==> images/io_placement.png <==
Pins as bars across the die edge, other pins in grey.
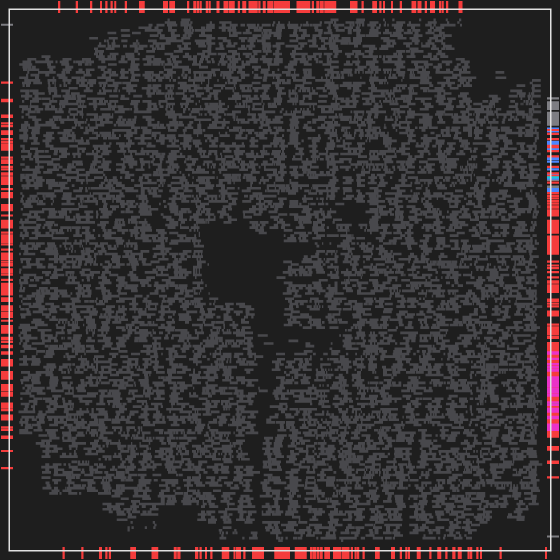
==> images/congestion.png <==
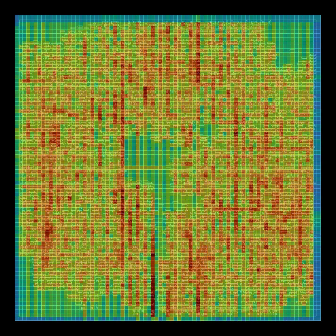
==> images/layer_met3.png <==
Scale: 1 px per micron.
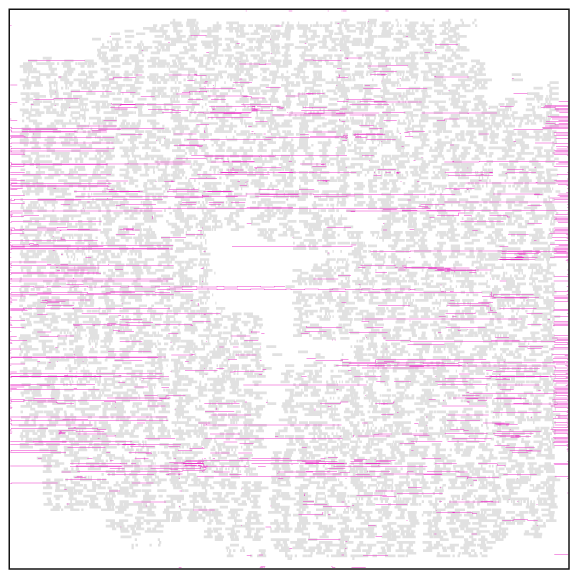
==> config.mk <==
export PLATFORM = sky130hd
export DESIGN_NAME = mpe_result_packer
export DESIGN_NICKNAME = d
export VERILOG_FILES = /design/src/rtl/mpe_pkg.sv /design/src/rtl/mpe_line_fifo.sv /design/src/rtl/mpe_result_packer.sv
export SDC_FILE = /design/constraint.sdc
export NUM_CORES = 2
export LEC_CHECK = 0
export CORE_MARGIN = 8
export CORE_UTILIZATION = 40
export DETAILED_ROUTE_END_ITERATION = 8
export DONT_BUFFER_PORTS = 1
export GPL_TIMING_DRIVEN = 0
export PLACE_DENSITY_LB_ADDON = 0.08
export SLEW_MARGIN = 25
export SYNTH_ARGS = -nofsm -noshare
export SYNTH_HDL_FRONTEND = slang
export SYNTH_SLANG_ARGS = --single-unit
==> constraint.sdc <==
create_clock -name clk -period 4.9 [get_ports clk]
set_input_delay 1.47 -clock clk [delete_from_list [all_inputs] [get_ports clk]]
set_output_delay 1.47 -clock clk [all_outputs]
set_load 0.01 [all_outputs]
==> src/rtl/mpe_pkg.sv <==
// Shared widths and line/mask types for the matrix_pe result path.
package mpe_pkg;

   localparam int DATA_W = 32;
   localparam int LANES  = 16;
   localparam int LINE_W = DATA_W * LANES;

   typedef logic [LINE_W-1:0] line_t;
   typedef logic [LANES-1:0]  mask_t;

   // FIFO entry: mask sits above the line so {mask, line} maps directly onto the outputs.
   typedef struct packed {
      mask_t mask;
      line_t line;
   } entry_t;

endpackage

==> src/rtl/mpe_line_fifo.sv <==
// Line buffer between the packer and the NRAM writeback; a push is taken while full when a pop
// frees a slot on the same edge.
module mpe_line_fifo #(
   parameter int WIDTH = 528,
   parameter int DEPTH = 4
) (
   input  logic             clk,
   input  logic             rst_n,
   input  logic             push_i,
   input  logic [WIDTH-1:0] wdata_i,
   input  logic             pop_i,
   output logic [WIDTH-1:0] rdata_o,
   output logic             full_o,
   output logic             empty_o
);

   localparam int PW = $clog2(DEPTH);

   logic [WIDTH-1:0] mem [DEPTH];
   logic [PW-1:0]    wptr;
   logic [PW-1:0]    rptr;
   logic [PW:0]      count;
   logic             push_ok;
   logic             pop_ok;

   assign full_o  = (count == (PW+1)'(DEPTH));
   assign empty_o = (count == '0);
   assign pop_ok  = pop_i && !empty_o;
   assign push_ok = push_i && (!full_o || pop_ok);
   // Head is zeroed while empty so nothing stale shows on the output.
   assign rdata_o = empty_o ? '0 : mem[rptr];

   always_ff @(posedge clk or negedge rst_n) begin
      if (!rst_n) begin
         for (int i = 0; i < DEPTH; i++) mem[i] <= '0;
         wptr  <= '0;
         rptr  <= '0;
         count <= '0;
      end else begin
         if (push_ok) begin
            mem[wptr] <= wdata_i;
            wptr      <= wptr + 1'b1;
         end
         if (pop_ok) rptr <= rptr + 1'b1;
         case ({push_ok, pop_ok})
            2'b10:   count <= count + 1'b1;
            2'b01:   count <= count - 1'b1;
            default: count <= count;
         endcase
      end
   end

endmodule

==> src/rtl/mpe_result_packer.sv <==
// Packs matrix_pe result words into LANES-wide lines (optional ReLU clamp) and queues the
// lines for the NRAM writeback.
module mpe_result_packer #(
   parameter int DATA_W     = mpe_pkg::DATA_W,
   parameter int LANES      = mpe_pkg::LANES,
   parameter int FIFO_DEPTH = 4
) (
   input  logic                    clk,
   input  logic                    rst_n,
   input  logic [DATA_W-1:0]       result_i,
   input  logic                    vld_i,
   input  logic                    relu_en_i,
   input  logic                    flush_i,
   output logic [DATA_W*LANES-1:0] line_o,
   output logic [LANES-1:0]        mask_o,
   output logic                    line_valid_o,
   input  logic                    line_ready_i,
   output logic [15:0]             line_cnt_o,
   output logic                    overflow_o
);

   import mpe_pkg::*;

   localparam int CW = $clog2(LANES);

   logic [CW-1:0] lane_cnt_p0;
   line_t         asm_line_p0;
   line_t         line_nxt;
   mask_t         mask_nxt;
   logic [CW:0]   fill;
   logic          push_req;
   logic          pop;
   logic          fifo_full;
   logic          fifo_empty;
   entry_t        wr_entry;
   entry_t        rd_entry;

   function automatic logic [DATA_W-1:0] relu_clamp(input logic signed [DATA_W-1:0] v,
                                                    input logic en);
      return (en && v < 0) ? '0 : v;
   endfunction

   // Fill count includes a result arriving in the same cycle as a flush.
   always_comb begin
      line_nxt = asm_line_p0;
      for (int k = 0; k < LANES; k++) begin
         if (vld_i && 32'(lane_cnt_p0) == k)
            line_nxt[k*DATA_W +: DATA_W] = relu_clamp(result_i, relu_en_i);
      end
      fill = {1'b0, lane_cnt_p0} + (CW+1)'(vld_i);
      for (int k = 0; k < LANES; k++) mask_nxt[k] = (32'(fill) > k);
      push_req = (vld_i && lane_cnt_p0 == CW'(LANES-1)) || (flush_i && fill != '0);
   end

   // Stage 0: assembly register, cleared whenever a line leaves it.
   always_ff @(posedge clk or negedge rst_n) begin
      if (!rst_n) begin
         lane_cnt_p0 <= '0;
         asm_line_p0 <= '0;
      end else if (push_req) begin
         lane_cnt_p0 <= '0;
         asm_line_p0 <= '0;
      end else begin
         asm_line_p0 <= line_nxt;
         if (vld_i) lane_cnt_p0 <= lane_cnt_p0 + 1'b1;
      end
   end

   assign wr_entry = {mask_nxt, line_nxt};
   assign pop      = !fifo_empty && line_ready_i;

   mpe_line_fifo #(
      .WIDTH ($bits(entry_t)),
      .DEPTH (FIFO_DEPTH)
   ) u_fifo (
      .clk     (clk),
      .rst_n   (rst_n),
      .push_i  (push_req),
      .wdata_i (wr_entry),
      .pop_i   (pop),
      .rdata_o (rd_entry),
      .full_o  (fifo_full),
      .empty_o (fifo_empty)
   );

   // Stage 1: FIFO head drives the downstream handshake.
   assign line_valid_o     = !fifo_empty;
   assign {mask_o, line_o} = rd_entry;

   always_ff @(posedge clk or negedge rst_n) begin
      if (!rst_n) begin
         line_cnt_o <= '0;
         overflow_o <= 1'b0;
      end else begin
         if (pop) line_cnt_o <= line_cnt_o + 16'd1;
         if (push_req && fifo_full && !pop) overflow_o <= 1'b1;
      end
   end

endmodule
==> metrics.cfg <==
[status]
status = complete, no violations

[power_and_ir_drop]
clk-power_w = 0.0228
p_int_w = 0.0454

[place]
gpl.final_weighted_congestion = 0.769
port_buffers = 0
dp_hpwl_mm = 252

[sta]
finalWorstSetupSlack_ns = 0.152
fin_crit_ns = 4.75
rsz0062_at_grt = false
hold_viol = 0
timing_max_transition_violations_final = 0

[cts]
clock_latency_ns = 0.91
clk_pin_slew_ns = 0.06
ctsRootBufferMaster = sky130_fd_sc_hd__clkbuf_16

[critical_path]
number_of_gates_on_the_worst_path_with_buffers_counted = 6
arrival_ns = 3.28
startpoint_type_of_the_worst_setup_path = flop
crit_required_ns = 3.43
critical_path.cell_chain = clkbuf_2, buf_16, clkbuf_2, clkbuf_2, mux4_2, and2_1

[floorplan]
num_tap_cells = 3919
dieArea_sq_um = 312000

[cells_and_area]
seq_share_pct = 49.4
layout.non_clock_buffers = 669
drive_gt1_share_pct = 38.3
final_nets = 8576
area.growth.synth_to_final_pct = 14.2
signal_buffer_area_fraction_pct = 3.73

[global_routing]
antenna_violations_before_repair = 59

[synth]
synth_simple_gate_area_share_pct = 7.62
synth.mux.area_fraction_pct = 30.3
synth_stat.cells = 8170
yosys.area.top_type_share_pct = 56.4
netlist_top_cells_area = sky130_fd_sc_hd__dfrtp_1 (56%), sky130_fd_sc_hd__mux2_2 (18%), sky130_fd_sc_hd__mux4_2 (10%)

[drt]
drt.antenna.violating_nets = 0

[flow_run]
openroad.warnings = 112

## Picture notes: io_placement.png
legend:
  `result_i`:
    colour: magenta
    pins: 32
    direction: input
    edge: east
  `line_o`:
    colour: red
    pins: 512
    direction: output
    edge: 138 west, 128 south, 124 north, 122 east
  `mask_o`:
    colour: blue
    pins: 16
    direction: output
    edge: east
  `flush_i`:
    colour: cyan
    pins: 1
    direction: input
    edge: east

## Picture notes: congestion.png
wire length per cell: 29.6 microns
total global routing track utilization: 23.8%
core occupancy in the finished layout: 45.8%
met1 Usage GRT: 31.8%
met3 Track Usage GR: 5.17%

## Picture notes: layer_met3.png
longest straight run: 296 microns
share of all routed wire: 6.5%
nets with wire on the layer: 681
wire length on this layer: 24.4 mm
main direction: horizontal

## state kept, by name, summed over array words and instances, names as in the netlist
register,flops
lane_cnt_p0,4
u_fifo.count,3
u_fifo.mem,2112
u_fifo.wptr,2
line_cnt_o,16
overflow_o,1
u_fifo.rptr,2
asm_line_p0,512
## cells in the final DEF (no fill, tap or decap), types with 10 or more instances in the layout
cell type and instances:
sky130_fd_sc_hd__mux2_2 1891, sky130_fd_sc_hd__clkbuf_16 314, sky130_fd_sc_hd__diode_2 58, sky130_fd_sc_hd__buf_16 37, sky130_fd_sc_hd__dfrtp_1 2652, sky130_fd_sc_hd__xnor2_1 19, sky130_fd_sc_hd__buf_4 201, sky130_fd_sc_hd__buf_12 12
sky130_fd_sc_hd__bufinv_16 10, sky130_fd_sc_hd__and3_1 129, sky130_fd_sc_hd__inv_1 14, sky130_fd_sc_hd__buf_2 53, sky130_fd_sc_hd__buf_6 54, sky130_fd_sc_hd__clkinv_2 28, sky130_fd_sc_hd__clkbuf_2 61, sky130_fd_sc_hd__mux4_2 528
sky130_fd_sc_hd__clkbuf_4 31, sky130_fd_sc_hd__nand3_1 18, sky130_fd_sc_hd__clkbuf_1 293, sky130_fd_sc_hd__nor2b_1 386, sky130_fd_sc_hd__and2_1 518, sky130_fd_sc_hd__clkbuf_8 81, sky130_fd_sc_hd__and2_2 11, sky130_fd_sc_hd__nor2_1 17
sky130_fd_sc_hd__nand2_1 551, sky130_fd_sc_hd__mux2_1 219, sky130_fd_sc_hd__ha_1 12, sky130_fd_sc_hd__o21ai_0 518
## per-layer routing
layer	wire length [microns]	track usage (%)
met1	159000	31.8
met2	180000	39.0
met3	24400	5.17
met4	12900	7.49
met5	0	0
